File: src/rtl/network_spike_io.sv
// Host spike I/O: input FIFO feeding a four-phase event injector, output spike FIFO.
// Ports: host wr_*/out_*, processor input_*/output_*, status in_count/timeout_err/drop_count.
module network_spike_io #(
  parameter int SR_DEPTH    = 16384,
  parameter int NR_DEPTH    = 16,
  parameter int FIFO_DEPTH  = 16,
  parameter int ACK_TIMEOUT = 256,
  localparam int IW = $clog2(SR_DEPTH),
  localparam int OW = $clog2(NR_DEPTH),
  localparam int PW = $clog2(FIFO_DEPTH),
  localparam int CW = PW + 1
) (
  input  logic          clk,
  input  logic          reset,
  input  logic          wr_valid,
  input  logic [IW-1:0] wr_index,
  output logic          wr_ready,
  output logic          input_occurred,
  output logic [IW-1:0] input_index,
  input  logic          input_ack,
  input  logic          output_occurred,
  input  logic [OW-1:0] output_index,
  output logic          out_valid,
  output logic [OW-1:0] out_index,
  input  logic          out_ready,
  output logic [CW-1:0] in_count,
  output logic          timeout_err,
  output logic [7:0]    drop_count,
  input  logic          err_clear
);
  localparam int TW = $clog2(ACK_TIMEOUT + 1);
  localparam logic [CW-1:0] FULL     = CW'(FIFO_DEPTH);
  localparam logic [TW-1:0] TMO_LAST = TW'(ACK_TIMEOUT - 1);

  typedef enum logic [1:0] {IDLE, REQ, RELEASE} state_e;

  state_e          state_q, state_d;
  logic            occ_q, occ_d;
  logic [IW-1:0]   idx_q, idx_d;
  logic [TW-1:0]   tmo_q, tmo_d;
  logic            terr_q, terr_d;
  logic [7:0]      drop_q, drop_d;
  logic [PW-1:0]   in_wr_q, in_wr_d, in_rd_q, in_rd_d;
  logic [CW-1:0]   in_cnt_q, in_cnt_d;
  logic [PW-1:0]   out_wr_q, out_wr_d, out_rd_q, out_rd_d;
  logic [CW-1:0]   out_cnt_q, out_cnt_d;
  logic [IW-1:0]   in_mem_q  [FIFO_DEPTH];
  logic [OW-1:0]   out_mem_q [FIFO_DEPTH];

  logic in_push, in_pop;
  logic out_push, out_pop, out_drop;

  assign wr_ready       = in_cnt_q != FULL;
  assign in_push        = wr_valid && wr_ready;
  assign in_count       = in_cnt_q;
  assign input_occurred = occ_q;
  assign input_index    = idx_q;
  assign timeout_err    = terr_q;
  assign drop_count     = drop_q;

  assign out_valid = out_cnt_q != '0;
  assign out_pop   = out_valid && out_ready;
  // A full FIFO still accepts when its head leaves in the same cycle.
  assign out_push  = output_occurred && (out_cnt_q != FULL || out_pop);
  assign out_drop  = output_occurred && !out_push;
  // Stale storage is hidden while empty so the port reads 0 out of reset.
  assign out_index = out_valid ? out_mem_q[out_rd_q] : '0;

  always_comb begin
    state_d = state_q;
    occ_d   = occ_q;
    idx_d   = idx_q;
    tmo_d   = '0;
    in_pop  = 1'b0;
    terr_d  = err_clear ? 1'b0 : terr_q;
    unique case (state_q)
      IDLE: begin
        if (in_cnt_q != '0) begin
          state_d = REQ;
          occ_d   = 1'b1;
          idx_d   = in_mem_q[in_rd_q];
        end
      end
      REQ: begin
        if (input_ack) begin
          in_pop  = 1'b1;
          occ_d   = 1'b0;
          state_d = RELEASE;
        end else if (tmo_q == TMO_LAST) begin
          in_pop  = 1'b1;
          occ_d   = 1'b0;
          terr_d  = 1'b1;
          state_d = RELEASE;
        end else begin
          tmo_d = tmo_q + 1'b1;
        end
      end
      RELEASE: begin
        if (!input_ack) state_d = IDLE;
      end
      default: state_d = IDLE;
    endcase
  end

  always_comb begin
    in_wr_d  = in_push ? in_wr_q + 1'b1 : in_wr_q;
    in_rd_d  = in_pop ? in_rd_q + 1'b1 : in_rd_q;
    in_cnt_d = in_cnt_q;
    unique case ({in_push, in_pop})
      2'b10:   in_cnt_d = in_cnt_q + 1'b1;
      2'b01:   in_cnt_d = in_cnt_q - 1'b1;
      default: in_cnt_d = in_cnt_q;
    endcase
    out_wr_d  = out_push ? out_wr_q + 1'b1 : out_wr_q;
    out_rd_d  = out_pop ? out_rd_q + 1'b1 : out_rd_q;
    out_cnt_d = out_cnt_q;
    unique case ({out_push, out_pop})
      2'b10:   out_cnt_d = out_cnt_q + 1'b1;
      2'b01:   out_cnt_d = out_cnt_q - 1'b1;
      default: out_cnt_d = out_cnt_q;
    endcase
  end

  always_comb begin
    drop_d = drop_q;
    if (out_drop) begin
      if (err_clear)          drop_d = 8'd1;
      else if (drop_q != '1)  drop_d = drop_q + 8'd1;
    end else if (err_clear) begin
      drop_d = '0;
    end
  end

  always_ff @(posedge clk or negedge reset) begin
    if (!reset) begin
      state_q   <= IDLE;
      occ_q     <= 1'b0;
      idx_q     <= '0;
      tmo_q     <= '0;
      terr_q    <= 1'b0;
      drop_q    <= '0;
      in_wr_q   <= '0;
      in_rd_q   <= '0;
      in_cnt_q  <= '0;
      out_wr_q  <= '0;
      out_rd_q  <= '0;
      out_cnt_q <= '0;
    end else begin
      state_q   <= state_d;
      occ_q     <= occ_d;
      idx_q     <= idx_d;
      tmo_q     <= tmo_d;
      terr_q    <= terr_d;
      drop_q    <= drop_d;
      in_wr_q   <= in_wr_d;
      in_rd_q   <= in_rd_d;
      in_cnt_q  <= in_cnt_d;
      out_wr_q  <= out_wr_d;
      out_rd_q  <= out_rd_d;
      out_cnt_q <= out_cnt_d;
    end
  end

  always_ff @(posedge clk) begin
    if (in_push)  in_mem_q[in_wr_q]   <= wr_index;
    if (out_push) out_mem_q[out_wr_q] <= output_index;
  end

endmodule

File: config.mk
export PLATFORM = sky130hd
export DESIGN_NAME = network_spike_io
export DESIGN_NICKNAME = d
export VERILOG_FILES = /design/src/rtl/network_spike_io.sv
export SDC_FILE = /design/constraint.sdc
export NUM_CORES = 1
export LEC_CHECK = 0
export ABC_AREA = 1
export CAP_MARGIN = 20
export CORE_UTILIZATION = 55
export CTS_BUF_LIST = sky130_fd_sc_hd__clkbuf_16
export DETAILED_ROUTE_END_ITERATION = 10
export PLACE_DENSITY = 0.77
export SYNTH_ARGS = -nofsm -noshare
export SYNTH_HDL_FRONTEND = slang
export SYNTH_SLANG_ARGS = --single-unit
File: constraint.sdc
create_clock -name clk -period 6.79 [get_ports clk]
set_input_delay 0.679 -clock clk [delete_from_list [all_inputs] [get_ports clk]]
set_output_delay 0.679 -clock clk [all_outputs]
set_load 0.02 [all_outputs]
==> images/final_placement.png <==
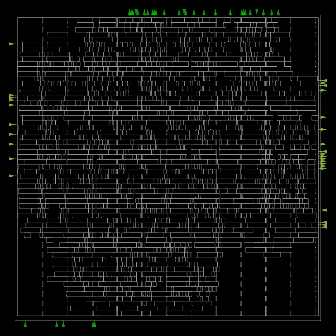
Seq/total area: 0.5789
Tap Count: 378
std cell rows: 61
fin cells: 1997
fin util: 0.6330

==> images/met2.png <==
Cells faint in the background.
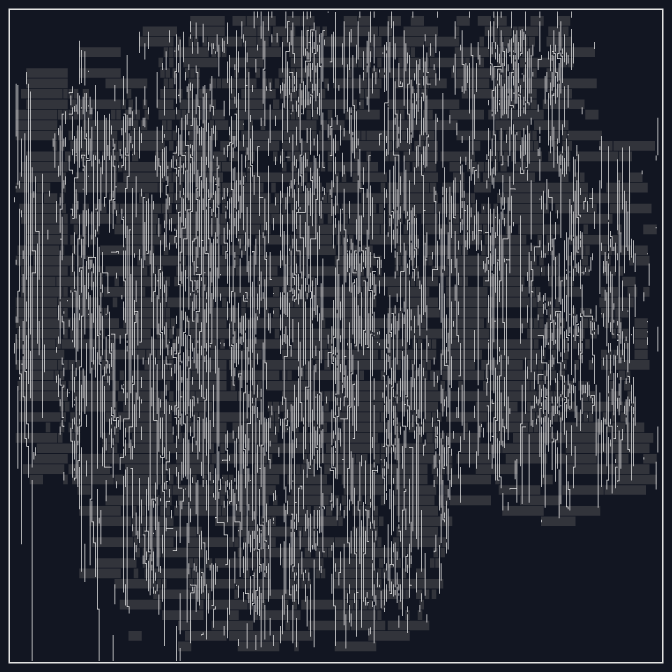
nets with wire on the layer = 1245
longest straight run = 79.9 microns

==> flow_metrics.tcl <==
# collected from the flow reports
set metrics [dict create \
    cts.path.max_buffers 3 \
    final-clk-cell-share 0.06339 \
    combPwrFrac 0.329 \
    die_w_microns 170.1 \
    clock_sinks 349 \
    top_area_frac 0.5564 \
    synth-compound-area-share 0.01304 \
    grt_antenna_before_repair 0 \
    dieArea_sq_mm 0.02894 \
    edf_count 288 \
    die_h_microns 170.1 \
    grt_max_degree 66 \
    comb_cells 896 \
    status "finished, final reports clean" \
    vias_per_cell 5.330 \
    powerDensity_mw_per_mm2 401.2 \
    logic_area_sq_mm 0.004212 \
    finalWirelength_microns 34220 \
    grt_use_met1 0.3062 \
    p_int_uw 4444 \
    ys.flops 349 \
    cts-root-buf "clkbuf_16" \
    nNonClkBuffers 81 \
    area_leaders "edfxtp_1, nand2_1, dfrtp_1, nand3_1, inv_1" \
]
==> images/clock_map.png <==
Bar = 50 microns.
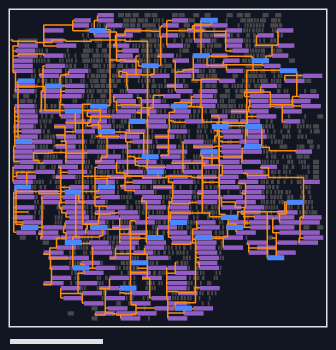
flip-flops -> purple  # count 349
cells driving clock nets -> blue  # count 37
clock wires -> orange  # length 3770 microns
routed clock nets = 38
flops lie = spread over the die

